`config.mk`:
```
export PLATFORM = sky130hd
export DESIGN_NAME = cc_mim_csai
export DESIGN_NICKNAME = d
export VERILOG_FILES = /design/src/rtl/cc_mim_pkg.sv /design/src/rtl/cc_mim_csai_nextaddr.sv /design/src/rtl/cc_mim_csai.sv
export SDC_FILE = /design/constraint.sdc
export NUM_CORES = 1
export LEC_CHECK = 0
export CELL_PAD_IN_SITES_DETAIL_PLACEMENT = 0
export CELL_PAD_IN_SITES_GLOBAL_PLACEMENT = 2
export CORE_MARGIN = 5
export CORE_UTILIZATION = 16
export DETAILED_ROUTE_END_ITERATION = 7
export GPL_ROUTABILITY_DRIVEN = 0
export GPL_TIMING_DRIVEN = 1
export PLACE_DENSITY = 0.79
export SYNTH_ARGS = -nofsm -noshare
export SYNTH_HDL_FRONTEND = slang
export SYNTH_HIERARCHICAL = 1
export SYNTH_SLANG_ARGS = --single-unit
```
`constraint.sdc`:
```
create_clock -name CC_MIM_CSAI_CLOCK_50 -period 4.55 [get_ports CC_MIM_CSAI_CLOCK_50]
set_input_delay 1.365 -clock CC_MIM_CSAI_CLOCK_50 [delete_from_list [all_inputs] [get_ports CC_MIM_CSAI_CLOCK_50]]
set_output_delay 1.365 -clock CC_MIM_CSAI_CLOCK_50 [all_outputs]
set_load 0.01 [all_outputs]
```
`src/rtl/cc_mim_pkg.sv`:
```
// Shared definitions for the ARC control-store address unit: COND encodings,
// field widths, the DECODE address mapping and the memory-wait FSM states.
package cc_mim_pkg;

  localparam int CS_ADDR_W  = 11;
  localparam int COND_W     = 3;
  localparam int IR_W       = 32;
  localparam int NZVC_W     = 4;
  localparam int WAIT_CNT_W = 8;

  typedef enum logic [COND_W-1:0] {
    COND_NEXT   = 3'b000,
    COND_N      = 3'b001,
    COND_Z      = 3'b010,
    COND_V      = 3'b011,
    COND_C      = 3'b100,
    COND_IR13   = 3'b101,
    COND_JUMP   = 3'b110,
    COND_DECODE = 3'b111
  } cond_e;

  typedef enum logic {
    ST_RUN  = 1'b0,
    ST_WAIT = 1'b1
  } state_e;

  // DECODE dispatch: op and op3 fields select one of 256 four-word slots.
  function automatic logic [CS_ADDR_W-1:0] decode_addr(input logic [IR_W-1:0] ir);
    return {1'b1, ir[31:30], ir[24:19], 2'b00};
  endfunction

endpackage

```
`src/rtl/cc_mim_csai_nextaddr.sv`:
```
// Combinational next-address mux: picks microPC+1, the microword's JUMP ADDR,
// or the DECODE dispatch address from the COND field, flags and IR.
module cc_mim_csai_nextaddr
  import cc_mim_pkg::*;
(
  input  logic [COND_W-1:0]    i_cond,
  input  logic [CS_ADDR_W-1:0] i_jump_addr,
  input  logic [CS_ADDR_W-1:0] i_upc,
  input  logic [IR_W-1:0]      i_ir,
  input  logic [NZVC_W-1:0]    i_nzvc,
  output logic [CS_ADDR_W-1:0] o_next_addr
);

  logic [CS_ADDR_W-1:0] w_incr;
  logic                 w_taken;
  logic                 w_unused_ir;

  // Natural 11-bit overflow gives the 2047 -> 0 wrap.
  assign w_incr      = i_upc + 1'b1;
  assign w_unused_ir = ^{i_ir[29:25], i_ir[18:14], i_ir[12:0]};

  // NOTE: every always_comb output gets a default first, so no path can infer a latch.
  always_comb begin
    w_taken     = 1'b0;
    o_next_addr = w_incr;
    unique case (cond_e'(i_cond))
      COND_NEXT:   w_taken = 1'b0;
      COND_N:      w_taken = i_nzvc[3];
      COND_Z:      w_taken = i_nzvc[2];
      COND_V:      w_taken = i_nzvc[1];
      COND_C:      w_taken = i_nzvc[0];
      COND_IR13:   w_taken = i_ir[13];
      COND_JUMP:   w_taken = 1'b1;
      COND_DECODE: w_taken = 1'b0;
      default:     w_taken = 1'b0;
    endcase
    if (cond_e'(i_cond) == COND_DECODE) begin
      o_next_addr = decode_addr(i_ir);
    end else if (w_taken) begin
      o_next_addr = i_jump_addr;
    end
  end

endmodule

```
`src/rtl/cc_mim_csai.sv`:
```
// CSAI top: microPC register, memory-wait FSM, wait counter and sticky timeout.
// Memory-wait stall/timeout logic is present only with CC_MIM_CSAI_MEMWAIT_EN.
module cc_mim_csai
  import cc_mim_pkg::*;
#(
  parameter int                   MEM_TIMEOUT = 16,
  parameter logic [CS_ADDR_W-1:0] TRAP_ADDR   = 11'd2047
) (
  input  logic                 CC_MIM_CSAI_CLOCK_50,
  input  logic                 CC_MIM_CSAI_RESET_InHigh,
  input  logic [COND_W-1:0]    CC_MIM_CSAI_cond_InBUS,
  input  logic [CS_ADDR_W-1:0] CC_MIM_CSAI_jumpaddr_InBUS,
  input  logic                 CC_MIM_CSAI_rd_In,
  input  logic                 CC_MIM_CSAI_wr_In,
  input  logic [IR_W-1:0]      CC_MIM_CSAI_ir_InBUS,
  input  logic [NZVC_W-1:0]    CC_MIM_CSAI_nzvc_InBUS,
  input  logic                 CC_MIM_CSAI_memready_In,
  output logic [CS_ADDR_W-1:0] CC_MIM_CSAI_data_OutBUS,
  output logic                 CC_MIM_CSAI_stall_Out,
  output logic                 CC_MIM_CSAI_timeout_Out
);

  state_e                r_state;
  state_e                w_state_nxt;
  logic [CS_ADDR_W-1:0]  r_upc;
  logic [WAIT_CNT_W-1:0] r_wait_cnt;
  logic                  r_timeout;
  logic [CS_ADDR_W-1:0]  w_next_addr;
  logic                  w_mem_busy;
  logic                  w_mem_ready;
  logic                  w_cnt_limit;
  logic                  w_hold;
  logic                  w_trap;

`ifdef CC_MIM_CSAI_MEMWAIT_EN
  assign w_mem_busy  = (CC_MIM_CSAI_rd_In | CC_MIM_CSAI_wr_In) & ~CC_MIM_CSAI_memready_In;
  assign w_mem_ready = CC_MIM_CSAI_memready_In;
`else
  logic w_unused_memwait;
  // Without the wait option memory always looks ready, so the FSM never leaves RUN.
  assign w_unused_memwait = CC_MIM_CSAI_rd_In | CC_MIM_CSAI_wr_In | CC_MIM_CSAI_memready_In;
  assign w_mem_busy       = 1'b0;
  assign w_mem_ready      = 1'b1;
`endif

  assign w_cnt_limit = (r_wait_cnt == WAIT_CNT_W'(MEM_TIMEOUT - 1));

  cc_mim_csai_nextaddr u_nextaddr (
    .i_cond      (CC_MIM_CSAI_cond_InBUS),
    .i_jump_addr (CC_MIM_CSAI_jumpaddr_InBUS),
    .i_upc       (r_upc),
    .i_ir        (CC_MIM_CSAI_ir_InBUS),
    .i_nzvc      (CC_MIM_CSAI_nzvc_InBUS),
    .o_next_addr (w_next_addr)
  );

  // NOTE: sequential state uses non-blocking assignments so every register samples pre-edge values.
  always_ff @(posedge CC_MIM_CSAI_CLOCK_50) begin
    if (CC_MIM_CSAI_RESET_InHigh) begin
      r_state <= ST_RUN;
    end else begin
      r_state <= w_state_nxt;
    end
  end

  always_comb begin
    w_state_nxt = r_state;
    unique case (r_state)
      ST_RUN:  if (w_mem_busy) w_state_nxt = ST_WAIT;
      ST_WAIT: if (w_mem_ready || w_cnt_limit) w_state_nxt = ST_RUN;
      default: w_state_nxt = ST_RUN;
    endcase
  end

  // The RUN cycle that raises the request already counts as the first stalled cycle.
  always_comb begin
    w_hold = 1'b0;
    w_trap = 1'b0;
    unique case (r_state)
      ST_RUN:  w_hold = w_mem_busy;
      ST_WAIT: begin
        w_hold = ~w_mem_ready & ~w_cnt_limit;
        w_trap = ~w_mem_ready &  w_cnt_limit;
      end
      default: ;
    endcase
  end

  always_ff @(posedge CC_MIM_CSAI_CLOCK_50) begin
    if (CC_MIM_CSAI_RESET_InHigh) begin
      r_upc      <= '0;
      r_wait_cnt <= '0;
      r_timeout  <= 1'b0;
    end else begin
      if (w_trap) begin
        r_upc     <= TRAP_ADDR;
        r_timeout <= 1'b1;
      end else if (!w_hold) begin
        r_upc <= w_next_addr;
      end
      r_wait_cnt <= w_hold ? r_wait_cnt + 1'b1 : '0;
    end
  end

  assign CC_MIM_CSAI_data_OutBUS = r_upc;
  assign CC_MIM_CSAI_stall_Out   = w_mem_busy & ~CC_MIM_CSAI_RESET_InHigh;
  assign CC_MIM_CSAI_timeout_Out = r_timeout;

endmodule

```
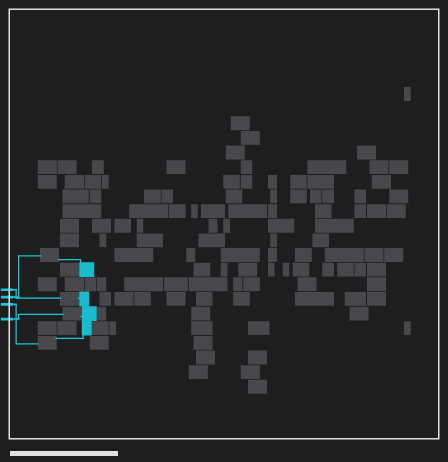
*I/O nets highlighted, run 1*
Bar = 20 um.
- CC_MIM_CSAI_nzvc_InBUS: cyan (direction input; end cells 4; buffers 4; wire 59.4 um)
IO Pins: 68
# port buffers: 39

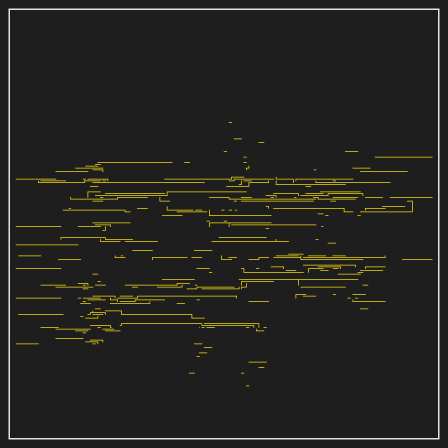
*Signal wires on met1, run 1*
- main direction: horizontal
- share of all routed wire: 46%
grt met1 use: 0.0881
vias: 747

==> impl_metrics.env, run 1 <==
# implementation run metrics
export IMPL_n_clock_buffer=4
export IMPL_fin_crit_ns=3.28
export IMPL_ys_sh_aoi=0.181
export IMPL_seq_area_frac=0.177
export IMPL_nFillCells=507
export IMPL_ys_sh_adder=0.0162
export IMPL_n_tap_cell=67
export IMPL_final_cell_area_um2=1240
export IMPL_grt_pass1_wl_mm=3.48
export IMPL_r2r_end="CC_MIM_CSAI_data_OutBUS[8]"
export IMPL_overflow=0
export IMPL_ys_sh_mux=0.0129
export IMPL_buffer_area_frac=0.314
export IMPL_hold_start="CC_MIM_CSAI_data_OutBUS[0]"
export IMPL_maxPowerGroup="registers"
export IMPL_dp_hpwl_mm=1.72
export IMPL_common_cells="dfxtp_1, nor2b_2, a31oi_1"
export IMPL_worst_ir_drop_vdd_uv=131
export IMPL_mostFrequentLayoutCells="clkdlybuf4s50_1, dfxtp_1, nor2b_2, a31oi_1, nand3_1"
export IMPL_comb_power_share=0.342
export IMPL_powerComb_w=0.000112
export IMPL_cts_resized=0
export IMPL_met3_wirelength_um=239
export IMPL_crit_cells=7
export IMPL_most_common_cell="dfxtp_1"
export IMPL_diodes=0
export IMPL_simple_gate_share=0.320
export IMPL_grtUsageTotal=0.0703
export IMPL_final_core_util=0.263
export IMPL_status="complete, no violations"
export IMPL_seq_cell_count=11
export IMPL_synth_largest_area_cell="dfxtp_1"
export IMPL_dpl_cell_count=186
export IMPL_p_switching_w=0.0000880
export IMPL_die_y_um=79.5
export IMPL_ctsRootBufferMaster="clkbuf_8"
export IMPL_post_place_ws_ns=1.05
export IMPL_worstSetupPathType="input port to flip-flop"
export IMPL_critPathMaxFanout=21
export IMPL_comb_share=0.399
export IMPL_max_stage_delay_ns=0.76
export IMPL_cp_end_kind="flip-flop"
export IMPL_synthArstFlopShare=0
export IMPL_grt_pass1_vias=739
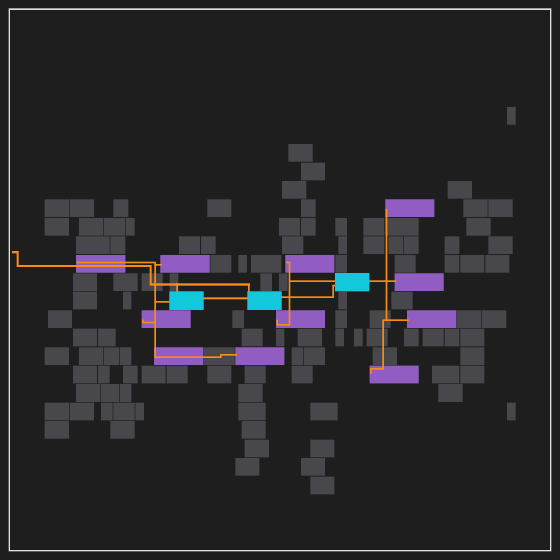
*Clock wires, drivers and flops, run 1*
- cells driving clock nets: cyan (count 3)
- clock wires: orange (length 175 um)
- flip-flops: purple (count 11)
- routed clock nets: 4
Clk pwr share: 0.293
clock group total power: 0.0000959 W

### Routing congestion, run 1

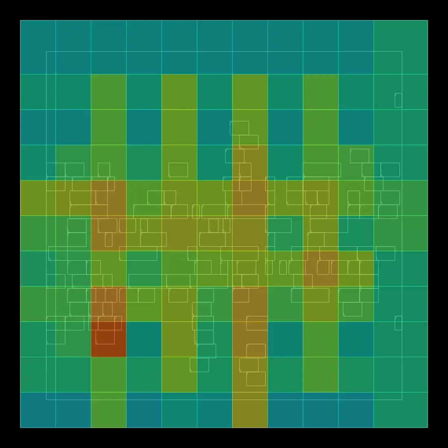

--- run 2 (diff from run 1) ---
--- a/config.mk
+++ b/config.mk
@@ -8,11 +8,11 @@
 export CELL_PAD_IN_SITES_DETAIL_PLACEMENT = 0
 export CELL_PAD_IN_SITES_GLOBAL_PLACEMENT = 2
 export CORE_MARGIN = 5
-export CORE_UTILIZATION = 16
+export CORE_UTILIZATION = 14
 export DETAILED_ROUTE_END_ITERATION = 7
 export GPL_ROUTABILITY_DRIVEN = 0
 export GPL_TIMING_DRIVEN = 1
-export PLACE_DENSITY = 0.79
+export PLACE_DENSITY = 0.74
 export SYNTH_ARGS = -nofsm -noshare
 export SYNTH_HDL_FRONTEND = slang
 export SYNTH_HIERARCHICAL = 1
==> constraint.sdc (replaced) <==
create_clock -name CC_MIM_CSAI_CLOCK_50 -period 3 [get_ports CC_MIM_CSAI_CLOCK_50]
set_input_delay 0.9 -clock CC_MIM_CSAI_CLOCK_50 [delete_from_list [all_inputs] [get_ports CC_MIM_CSAI_CLOCK_50]]
set_output_delay 0.9 -clock CC_MIM_CSAI_CLOCK_50 [all_outputs]
set_load 0.01 [all_outputs]
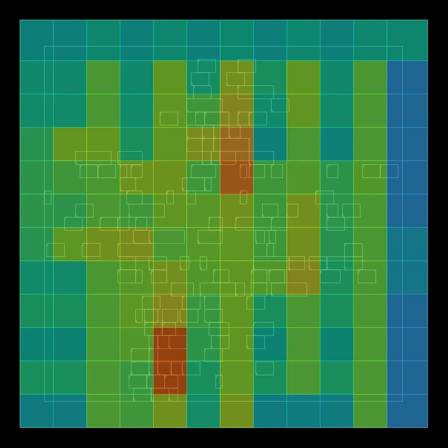
*Routing congestion, run 2*
met3 Usage GRT: 0.0324
grt met1 use: 0.0807
gr usage total: 0.0685
met2 usage in global routing: 0.110
final core utilization: 0.234

==> run 2 against run 1 <==
Effect of this change:
- design area increased by 2.4%
- register-to-register slack got worse by 1.6 ns
- sequential share of layout area decreased by 0.42 points
- clock power increased by 58%
- sequential power increased by 52%
- combinational power increased by 55%
- synthesized cell count unchanged
- first-iteration DRC count decreased by 33%
- non-clock buffer count increased by 3
- largest power group unchanged
==> impl_metrics.env, run 2 <==
# implementation run metrics
export IMPL_status="complete, no violations"
export IMPL_synth_largest_area_cell="dfxtp_1"
export IMPL_n_tap_cell=72
export IMPL_n_clock_buffer=3
export IMPL_syn_area_um2=773
export IMPL_cp_end_kind="flip-flop"
export IMPL_dominant_cell_class="combinational gates"
export IMPL_met3_wirelength_um=206
export IMPL_diodes=0
export IMPL_placed_area_um2=1230
export IMPL_mostFrequentLayoutCells="clkdlybuf4s50_1, dfxtp_1, nor2b_2, a31oi_1, nand3_1"
export IMPL_drt_pass1_iterations=4
export IMPL_buffer_area_frac=0.324
export IMPL_common_cells="dfxtp_1, nor2b_2, a31oi_1"
export IMPL_seq_cell_count=11
export IMPL_rsz0062_at_grt="false"
export IMPL_p_switching_w=0.000144
export IMPL_synthArstFlopShare=0
export IMPL_ys_sh_adder=0.0162
export IMPL_comb_share=0.390
export IMPL_drtIter0Drc=14
export IMPL_final_cell_area_um2=1270
export IMPL_comb_power_share=0.344
export IMPL_die_y_um=84.3
export IMPL_dp_hpwl_mm=1.93
export IMPL_vias=731
export IMPL_most_common_cell="dfxtp_1"
export IMPL_ys_sh_aoi=0.181
export IMPL_powerComb_w=0.000174
export IMPL_worst_ir_drop_vdd_uv=114
export IMPL_dpl_cell_count=194
export IMPL_crit_cells=6
export IMPL_nFillCells=596
export IMPL_reg2reg_slack_ns=1.38
export IMPL_num_io_pins=68
export IMPL_ys_sh_mux=0.0129
export IMPL_worstSetupPathType="input port to flip-flop"
export IMPL_grt_pass1_vias=824
export IMPL_cts_resized=0
export IMPL_simple_gate_share=0.320
export IMPL_seq_area_um2=220
export IMPL_max_stage_delay_ns=0.75
export IMPL_grt_pass1_wl_mm=3.88
export IMPL_portBuffers=39
export IMPL_hold_start="CC_MIM_CSAI_data_OutBUS[0]"
export IMPL_fin_crit_ns=2.70
export IMPL_post_place_ws_ns=0.0429
export IMPL_overflow=0
export IMPL_r2r_end="CC_MIM_CSAI_data_OutBUS[8]"
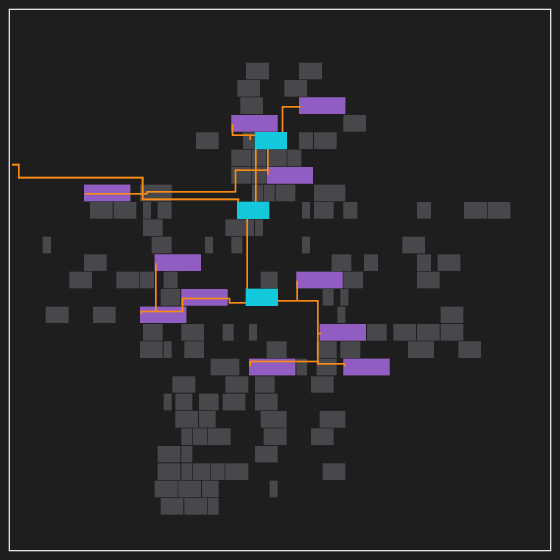
*Clock wires, drivers and flops, run 2*
- clock wires: orange (length 193 um)
- cells driving clock nets: cyan (count 3)
- flip-flops: purple (count 11)
- routed clock nets: 4
Clk pwr share: 0.299
Worst-Skew Late Latency: 0.24 ns
Worst Skew: 0.00206 ns
clock group total power: 0.000152 W

### I/O nets highlighted, run 2

Bar = 20 um.
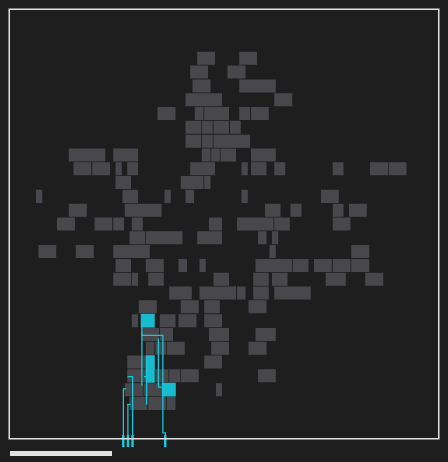

--- run 3 (diff from run 2) ---
--- a/config.mk
+++ b/config.mk
@@ -7,7 +7,7 @@
 export LEC_CHECK = 0
 export CELL_PAD_IN_SITES_DETAIL_PLACEMENT = 0
 export CELL_PAD_IN_SITES_GLOBAL_PLACEMENT = 2
-export CORE_MARGIN = 5
+export CORE_MARGIN = 4
 export CORE_UTILIZATION = 14
 export DETAILED_ROUTE_END_ITERATION = 7
 export GPL_ROUTABILITY_DRIVEN = 0
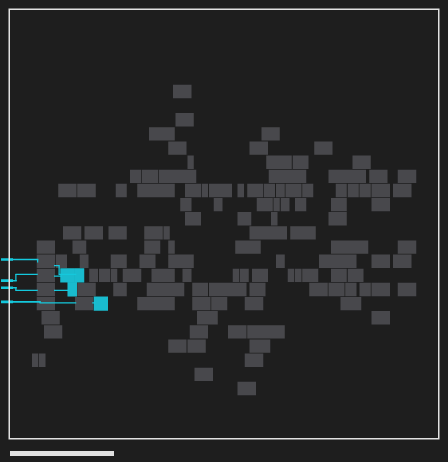
*I/O nets highlighted, run 3*
Bar = 20 um.

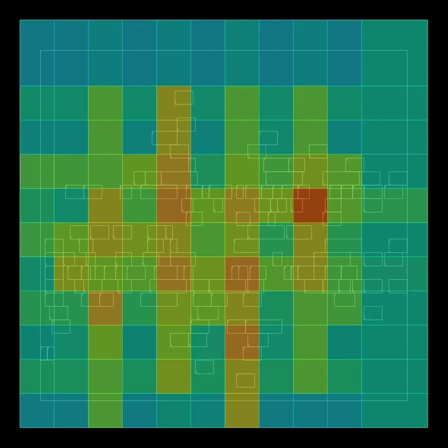
*Routing congestion, run 3*
final core utilization: 0.242
GR peak layer: met2
met2 usage in global routing: 0.111
gr usage total: 0.0707
DR WL/cell: 11.9 um

==> run 3 against run 2 <==
Effect of this change:
- flip-flop count did not move
- critical path depth rose by 1
- worst hold slack got worse by 0.0082 ns
- highest routed layer is now met4
==> impl_metrics.env, run 3 <==
# implementation run metrics
export IMPL_met3_wirelength_um=252
export IMPL_clkLatencyLatePin_ns=0.23
export IMPL_status="complete, no violations"
export IMPL_grt_pass1_vias=729
export IMPL_drv_slew=0
export IMPL_vias=750
export IMPL_n_clock_buffer=4
export IMPL_max_stage_delay_ns=0.74
export IMPL_clk_power_w=0.000147
export IMPL_grt_met3_usage=0.0347
export IMPL_grt_max_degree=22
export IMPL_drc=0
export IMPL_buffer_area_frac=0.325
export IMPL_dp_hpwl_mm=1.87
export IMPL_diodes=0
export IMPL_dpl_cell_count=192
export IMPL_slew_headroom=0.368
export IMPL_comb_cells=67
export IMPL_met1_usage=0.0872
export IMPL_r2r_cells=7
export IMPL_portBuffers=39
export IMPL_ys_seq_frac=0.285
export IMPL_skew_ns=0.000393
export IMPL_cts_clk_slew_worst_paths_ns=0.05
export IMPL_coreArea_um2=5240
export IMPL_dominant_cell_class="combinational gates"
export IMPL_maxCapViolCount=0
export IMPL_synthArstFlopShare=0
export IMPL_postCtsHoldBufs=0
export IMPL_drt_total_wl_mm=2.33
export IMPL_inverters=2
export IMPL_cp_required_ns=3.18
export IMPL_crit_cells=7
export IMPL_worst_ir_drop_vdd_uv=137
export IMPL_powerComb_w=0.000174
export IMPL_seq_area_um2=220
export IMPL_ant_nets=0
export IMPL_simple_gate_share=0.320
export IMPL_drtIter0Drc=28
export IMPL_seq_cell_count=11
export IMPL_placed_area_um2=1220
export IMPL_met2WireLength_mm=1.04
export IMPL_crit_chain="clkdlybuf4s50_1, nand2b_1, a21oi_1, o21ai_2, o22ai_1, a31oi_1, nor2b_4"
export IMPL_p_switching_w=0.000137
export IMPL_syn_area_um2=773
export IMPL_power_w=0.000502
export IMPL_mostFrequentLayoutCells="clkdlybuf4s50_1, dfxtp_1, nor2b_2, a31oi_1, nand3_1"
export IMPL_most_common_cell="dfxtp_1"
export IMPL_share_seq_of_total_power=0.361
export IMPL_slowest_stage="o21ai_2"
export IMPL_ys_sh_adder=0.0162
export IMPL_reg2reg_slack_ns=1.43
export IMPL_common_cells="dfxtp_1, nor2b_2, a31oi_1"
export IMPL_layout_cells_most_common="clkdlybuf4s50_1"
export IMPL_crit_buf_inv=1
export IMPL_crit_family="AND-OR/OR-AND gates"
export IMPL_cts_resized=0
export IMPL_post_place_ws_ns=0.0140
export IMPL_worstSetupPathType="input port to flip-flop"
export IMPL_nFillCells=562
export IMPL_overflow=0
export IMPL_cp_end_kind="flip-flop"
export IMPL_synth_flops=11
export IMPL_ys_sh_aoi=0.181
export IMPL_fin_crit_ns=2.77
export IMPL_clockBufferDepth=2
export IMPL_die_area_um2=6780
export IMPL_final_cell_area_um2=1270
export IMPL_comb_power_share=0.346
export IMPL_maxPowerGroup="registers"
export IMPL_r2r_end="CC_MIM_CSAI_data_OutBUS[8]"
export IMPL_n_tap_cell=70
export IMPL_synth_main_ff_cell="dfxtp_1"
export IMPL_start_kind="input port"
export IMPL_postSynthCellCount=85
export IMPL_final_cells=196
export IMPL_rsz0062_at_grt="false"
export IMPL_cts_max_level=1
export IMPL_switching_share=0.272
export IMPL_drt_pass1_iterations=4
export IMPL_num_io_pins=68
export IMPL_hold_start="CC_MIM_CSAI_data_OutBUS[0]"
export IMPL_synth_largest_area_cell="dfxtp_1"
export IMPL_grt_pass1_wl_mm=3.52
export IMPL_die_y_um=82.3
export IMPL_p_clk_frac=0.293
export IMPL_ys_sh_mux=0.0129
export IMPL_seq_area_frac=0.173
export IMPL_clock_sinks=11
export IMPL_comb_share=0.391

## Gallery

Placed cells, one color a class.
Fill, decap, tap and diode cells in gray.
(a)
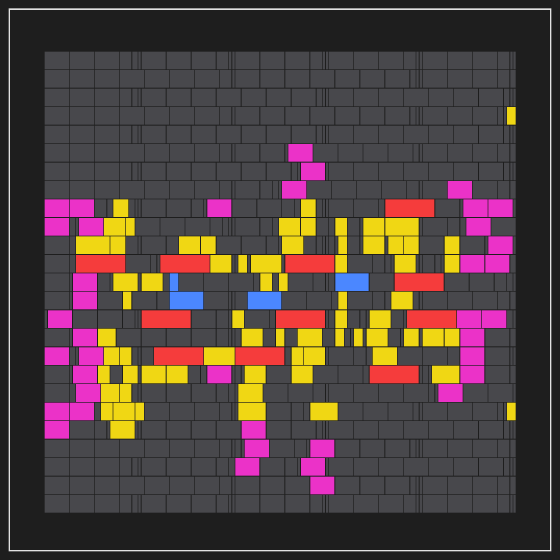
(b)
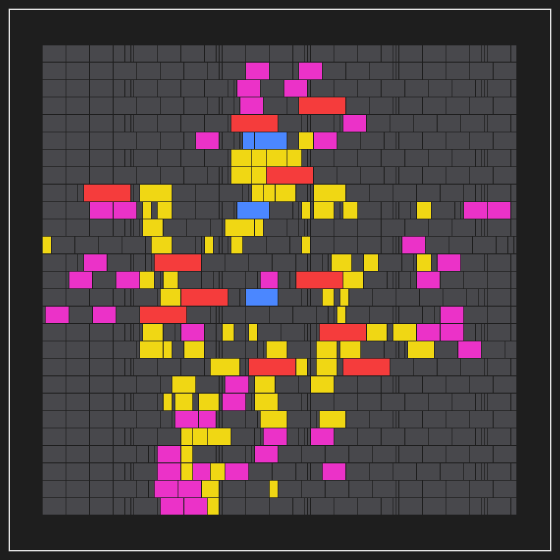
(c)
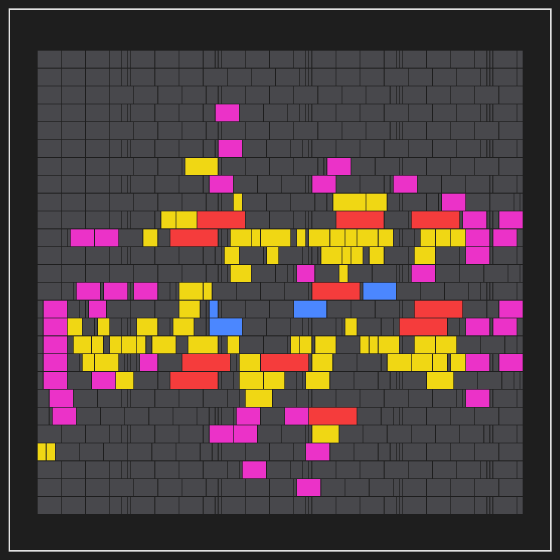
(a) comes from run 1.
(c) comes from run 3.
(b) comes from run 2.

No activity file was given, so power comes from the tool's default toggle rates.
